## src/rtl/seven_seg_scan_ctrl.sv

```systemverilog
`default_nettype none
// ============================================================================
//  Module   : seven_seg_scan_ctrl
//  Purpose  : Multiplexed 7-segment display driver. Time-slices N_DIGITS
//             hex/BCD digits onto one segment bus with per-digit enables,
//             decimal points, hex glyphs, leading-zero blanking, PWM
//             brightness, anti-ghost dead time and frame-synchronous capture.
//  Revision : 1.0  initial release
// ============================================================================
module seven_seg_scan_ctrl #(
    parameter int N_DIGITS       = 8,
    parameter int REFRESH_DIV    = 100000,
    parameter int DEAD_CYCLES    = 16,
    parameter int BRIGHT_W       = 4,
    parameter bit SEG_ACTIVE_LOW = 1'b1,
    parameter bit AN_ACTIVE_LOW  = 1'b1
) (
    input  logic                  clk,
    input  logic                  rst,
    input  logic                  en,
    input  logic [4*N_DIGITS-1:0] digits,
    input  logic [N_DIGITS-1:0]   dp_in,
    input  logic                  hex_mode,
    input  logic                  blank_lz,
    input  logic [BRIGHT_W-1:0]   brightness,
    output logic [6:0]            seg,
    output logic                  dp,
    output logic [N_DIGITS-1:0]   digit,
    output logic                  frame_tick
);

    localparam int CNT_W = (REFRESH_DIV > 1) ? $clog2(REFRESH_DIV) : 1;
    localparam int SEL_W = (N_DIGITS > 1) ? $clog2(N_DIGITS) : 1;

    localparam logic [CNT_W-1:0]    c_CNT_MAX  = CNT_W'(REFRESH_DIV - 1);
    localparam logic [CNT_W-1:0]    c_DEAD     = CNT_W'(DEAD_CYCLES);
    localparam logic [SEL_W-1:0]    c_SEL_MAX  = SEL_W'(N_DIGITS - 1);
    localparam logic [6:0]          c_SEG_OFF  = {7{SEG_ACTIVE_LOW}};
    localparam logic                c_DP_OFF   = SEG_ACTIVE_LOW;
    localparam logic [N_DIGITS-1:0] c_DIG_OFF  = {N_DIGITS{AN_ACTIVE_LOW}};

    logic [CNT_W-1:0]      r_slot_cnt;
    logic [SEL_W-1:0]      r_sel;
    logic [4*N_DIGITS-1:0] r_sh_digits;
    logic [N_DIGITS-1:0]   r_sh_dp;
    logic                  r_sh_hex;
    logic                  r_sh_blz;
    logic [6:0]            r_seg;
    logic                  r_dp;
    logic [N_DIGITS-1:0]   r_digit;
    logic                  r_frame_tick;

    logic                  w_slot_wrap;
    logic                  w_frame_wrap;
    logic                  w_load;
    logic [BRIGHT_W-1:0]   w_phase;
    logic                  w_pwm_on;
    logic [3:0]            w_cur_val;
    logic [N_DIGITS-1:0]   w_zero_from;
    logic                  w_blank;
    logic                  w_lit;
    logic [6:0]            w_glyph;

    assign w_slot_wrap  = (r_slot_cnt == c_CNT_MAX);
    assign w_frame_wrap = w_slot_wrap && (r_sel == c_SEL_MAX);
    // Inputs are frozen for a whole frame so a multi-digit value never tears;
    // while scanning is off the shadow simply tracks the inputs.
    assign w_load       = !en || w_frame_wrap;

    // Slot counter and digit selector; both parked at 0 while disabled.
    always_ff @(posedge clk or negedge rst) begin
        if (!rst) begin
            r_slot_cnt <= '0;
            r_sel      <= '0;
        end else if (!en) begin
            r_slot_cnt <= '0;
            r_sel      <= '0;
        end else if (w_slot_wrap) begin
            r_slot_cnt <= '0;
            r_sel      <= (r_sel == c_SEL_MAX) ? '0 : r_sel + 1'b1;
        end else begin
            r_slot_cnt <= r_slot_cnt + 1'b1;
        end
    end

    // Shadow copy of the display content, updated only at frame boundaries.
    always_ff @(posedge clk or negedge rst) begin
        if (!rst) begin
            r_sh_digits <= '0;
            r_sh_dp     <= '0;
            r_sh_hex    <= 1'b0;
            r_sh_blz    <= 1'b0;
        end else if (w_load) begin
            r_sh_digits <= digits;
            r_sh_dp     <= dp_in;
            r_sh_hex    <= hex_mode;
            r_sh_blz    <= blank_lz;
        end
    end

    // Leading-zero detection: bit i set when digits i..N_DIGITS-1 are all zero.
    always_comb begin
        logic w_acc;
        w_acc       = 1'b1;
        w_zero_from = '0;
        for (int i = N_DIGITS - 1; i >= 0; i--) begin
            w_acc          = w_acc && (r_sh_digits[4*i +: 4] == 4'd0);
            w_zero_from[i] = w_acc;
        end
    end

    assign w_phase   = r_slot_cnt[BRIGHT_W-1:0];
    assign w_pwm_on  = (w_phase < brightness) || (&brightness);
    assign w_cur_val = r_sh_digits[4*r_sel +: 4];
    assign w_blank   = r_sh_blz && (r_sel != '0) && w_zero_from[r_sel];
    assign w_lit     = en && (r_slot_cnt >= c_DEAD) && w_pwm_on && !w_blank;

    // Glyph ROM, active-high {a,b,c,d,e,f,g}; letters only in hex mode.
    always_comb begin
        w_glyph = 7'b0000000;
        case (w_cur_val)
            4'h0: w_glyph = 7'b1111110;
            4'h1: w_glyph = 7'b0110000;
            4'h2: w_glyph = 7'b1101101;
            4'h3: w_glyph = 7'b1111001;
            4'h4: w_glyph = 7'b0110011;
            4'h5: w_glyph = 7'b1011011;
            4'h6: w_glyph = 7'b1011111;
            4'h7: w_glyph = 7'b1110000;
            4'h8: w_glyph = 7'b1111111;
            4'h9: w_glyph = 7'b1111011;
            4'hA: w_glyph = r_sh_hex ? 7'b1110111 : 7'b0000000;
            4'hB: w_glyph = r_sh_hex ? 7'b0011111 : 7'b0000000;
            4'hC: w_glyph = r_sh_hex ? 7'b1001110 : 7'b0000000;
            4'hD: w_glyph = r_sh_hex ? 7'b0111101 : 7'b0000000;
            4'hE: w_glyph = r_sh_hex ? 7'b1001111 : 7'b0000000;
            4'hF: w_glyph = r_sh_hex ? 7'b1000111 : 7'b0000000;
            default: w_glyph = 7'b0000000;
        endcase
    end

    // Registered pin drivers; everything dark unless the current slot is lit.
    always_ff @(posedge clk or negedge rst) begin
        if (!rst) begin
            r_seg        <= c_SEG_OFF;
            r_dp         <= c_DP_OFF;
            r_digit      <= c_DIG_OFF;
            r_frame_tick <= 1'b0;
        end else begin
            r_frame_tick <= en && w_frame_wrap;
            if (w_lit) begin
                r_seg   <= w_glyph ^ c_SEG_OFF;
                r_dp    <= r_sh_dp[r_sel] ^ c_DP_OFF;
                r_digit <= (N_DIGITS'(1) << r_sel) ^ c_DIG_OFF;
            end else begin
                r_seg   <= c_SEG_OFF;
                r_dp    <= c_DP_OFF;
                r_digit <= c_DIG_OFF;
            end
        end
    end

    assign seg        = r_seg;
    assign dp         = r_dp;
    assign digit      = r_digit;
    assign frame_tick = r_frame_tick;

endmodule
`default_nettype wire

```

## config.mk

```make
export PLATFORM = sky130hd
export DESIGN_NAME = seven_seg_scan_ctrl
export DESIGN_NICKNAME = d
export VERILOG_FILES = /design/src/rtl/seven_seg_scan_ctrl.sv
export SDC_FILE = /design/constraint.sdc
export NUM_CORES = 1
export LEC_CHECK = 0
export CAP_MARGIN = 15
export CORE_UTILIZATION = 54
export CTS_CLUSTER_SIZE = 12
export DETAILED_ROUTE_END_ITERATION = 6
export GPL_TIMING_DRIVEN = 0
export PLACE_DENSITY = 0.77
export SYNTH_ARGS = -nofsm -noshare
export SYNTH_HDL_FRONTEND = slang
export SYNTH_SLANG_ARGS = --single-unit
```

## constraint.sdc

```tcl
create_clock -name clk -period 3.04 [get_ports clk]
set_input_delay 0.76 -clock clk [delete_from_list [all_inputs] [get_ports clk]]
set_output_delay 0.76 -clock clk [all_outputs]
set_load 0.02 [all_outputs]
```

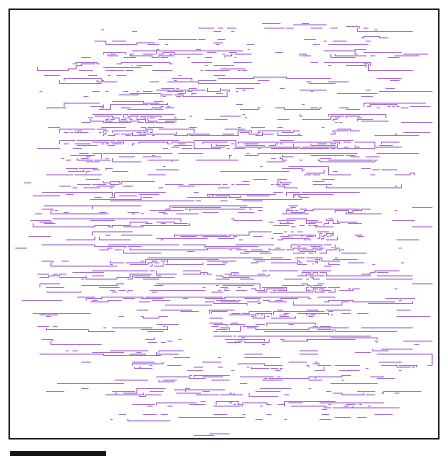
Figure 1: the metal 1 layer.
Bar = 20 µm.
nets with wire on the layer: 426
main direction: horizontal

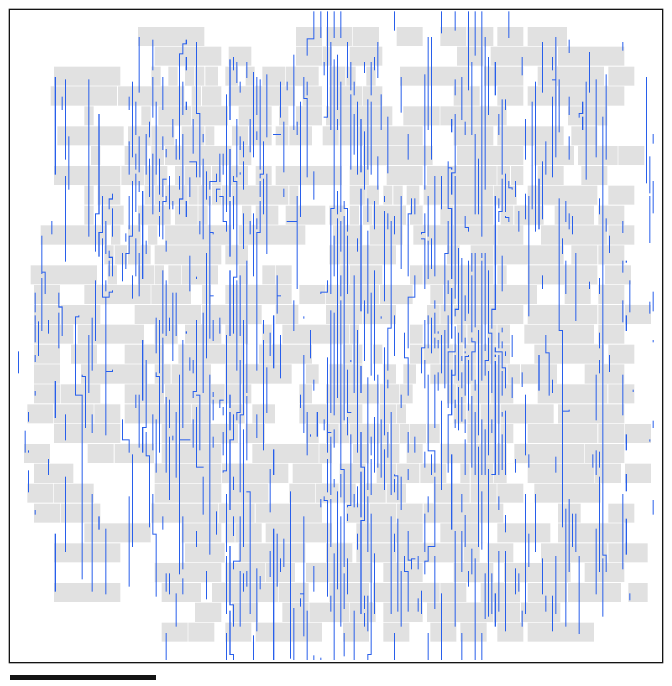
Figure 2: signal wires on met2.
Bar = 20 µm.
main direction: vertical
wire length on this layer: 4110 µm
nets with wire on the layer: 405
longest straight run: 60.0 µm

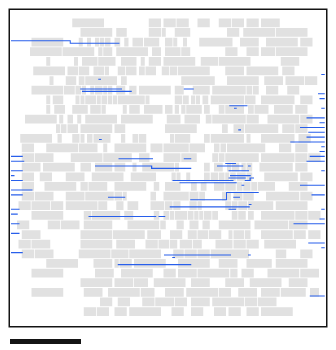
Figure 3: M3 wires.
Bar = 20 µm.
longest straight run: 22.3 µm
wire length on this layer: 385 µm
Post-Route WL: 8.567 mm
vias: 2859
M3 GR Usage: 0.05817

==> flow_metrics.py <==
# Metrics from the implementation run
metrics = {
    "placement": {
        "placed_area_mm2": 0.004907,
        "gp_congestion": 0.8782,
        "portBuffers": 65,
    },
    "final_layout": {
        "logic_area_mm2": 0.001942,
        "nClkBuffers": 10,
        "top_regs": "r_sh_digits x32, r_slot_cnt x17",
        "largest_class": "flip-flops and latches",
        "mostFrequentLayoutCells": "clkdlybuf4s50_1, dfrtp_1, mux2_4",
        "largest_reg_flops": 32,
        "final-nonclk-buf-share": 0.1569,
    },
    "critical_path": {
        "crit_chain": "clkdlybuf4s50_1 > inv_1 > ha_1 > a21o_1 > a21o_1 > a21o_1 > a221oi_2 > buf_2 > o21ai_0",
        "startpoint": "brightness[1]",
        "worstPathRequired_ns": 3.31,
        "crit_type": "input pin to register",
        "critPathMaxFanout": 10,
        "r2r_start": "r_sel[0]",
        "reg2reg_setup_slack_ns": 0.47,
        "crit_family": "AND-OR/OR-AND gates",
        "r2r_cells": 10,
        "critPathMostFrequentCell": "a21o_1",
        "endpoint_kind": "register",
        "critPathSlowestCell": "a221oi_2",
        "arrival_ns": 3.02,
    },
    "clock_tree": {
        "postCtsResizedCells": 0,
        "cts_tree": "done",
        "post_cts_buffers": 0,
        "path_clk_slew_ns": 0.08,
        "holdBufCountCts": 0,
        "htreeDepth": 3,
        "clock_path_buffers": 2,
    },
    "synth": {
        "adder_share": 0.03344,
        "postSynthSeqShare": 0.4853,
        "synth_top_flop_cell": "dfrtp_1",
        "netlist_area_mm2": 0.004115,
        "mux_share": 0.2022,
        "largest_area_cell": "dfrtp_1",
        "yosys.area_share.xor_xnor": 0.03405,
        "topCellsByArea": "dfrtp_1, mux2_4, dfstp_2, ha_1, nor2_1",
        "synthTopCellsByCount": "dfrtp_1, mux2_4, nor2_1",
        "synth-seq-cells": 79,
        "yosys.area_share.aoi": 0.07875,
        "edf_count": 0,
        "synth_cells": 331,
        "netlist.area_leader.share": 0.3831,
        "syn_avg_cell_area_um2": 12.43,
    },
    "pwr": {
        "p_clk_w": 0.000832,
        "power_leakage_nw": 2.227,
        "clockPowerShare": 0.358,
        "p_switching_w": 0.0005570,
        "pg_seq_w": 0.00117,
        "p_int_w": 0.001769,
        "p_per_area_mw_per_mm2": 454.3,
        "combinationalPower_w": 0.000328,
    },
    "final_timing": {
        "finalMaxSlewViolations": 0,
        "finClkSkew_ns": 0.008433,
        "clock.fmax_ghz": 0.3626,
        "rsz0062_at_grt": "no",
        "fin_hold_ws_ns": 0.3658,
        "setup_violations": 0,
        "relSlewSlack": 0.6174,
        "tns_ns": 0,
        "tightestPinTransition_ns": 0.5739,
        "hold_viol_final": 0,
    },
    "floorplan": {
        "row_count": 31,
        "taps": 99,
        "die_y_um": 89.30,
        "io_pins": 66,
        "coreArea_mm2": 0.007292,
    },
    "hold_path": {
        "hold_class": "input pin to async pin",
    },
    "outcome": {
        "status": "completed",
    },
    "route": {
        "dr.pass1.iters": 4,
        "remaining_drc_errors": 0,
        "highest_layer": "met4",
        "viasPerCell": 5.584,
        "met3_length_um": 385,
    },
    "global_route": {
        "grt_pass1_vias": 2929,
        "grt_max_degree": 43,
        "use_met2": 0.3928,
        "grt_first_pass_wirelength_mm": 13.94,
    },
}
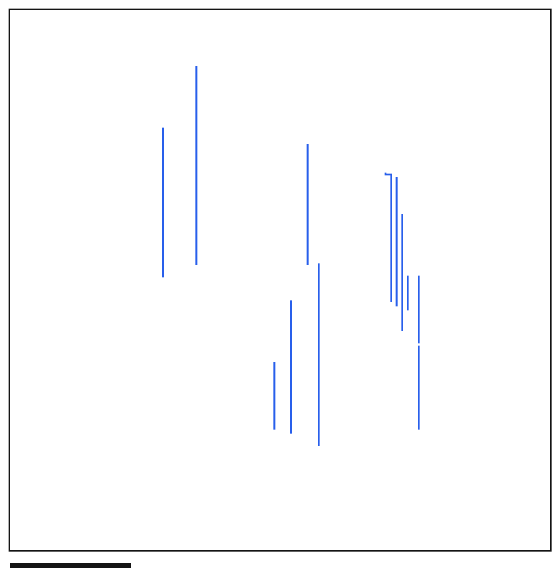
Figure 4: M4 wires.
Bar = 20 µm.
nets with wire on the layer: 9
main direction: vertical
longest straight run: 32.6 µm
share of all routed wire: 2.7%

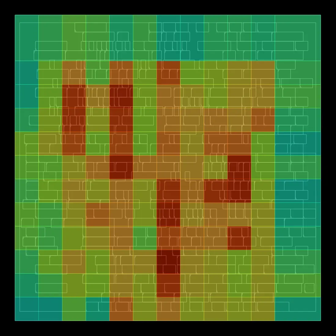
Figure 5: track usage over the die.
met1 Use GR: 0.2976
final design utilization: 0.7021
gr usage total: 0.2365
drt wl/cell: 16.73 µm
grt peak-use layer: met2

Power figures rest on the tool's default switching activity, not on a simulated workload.
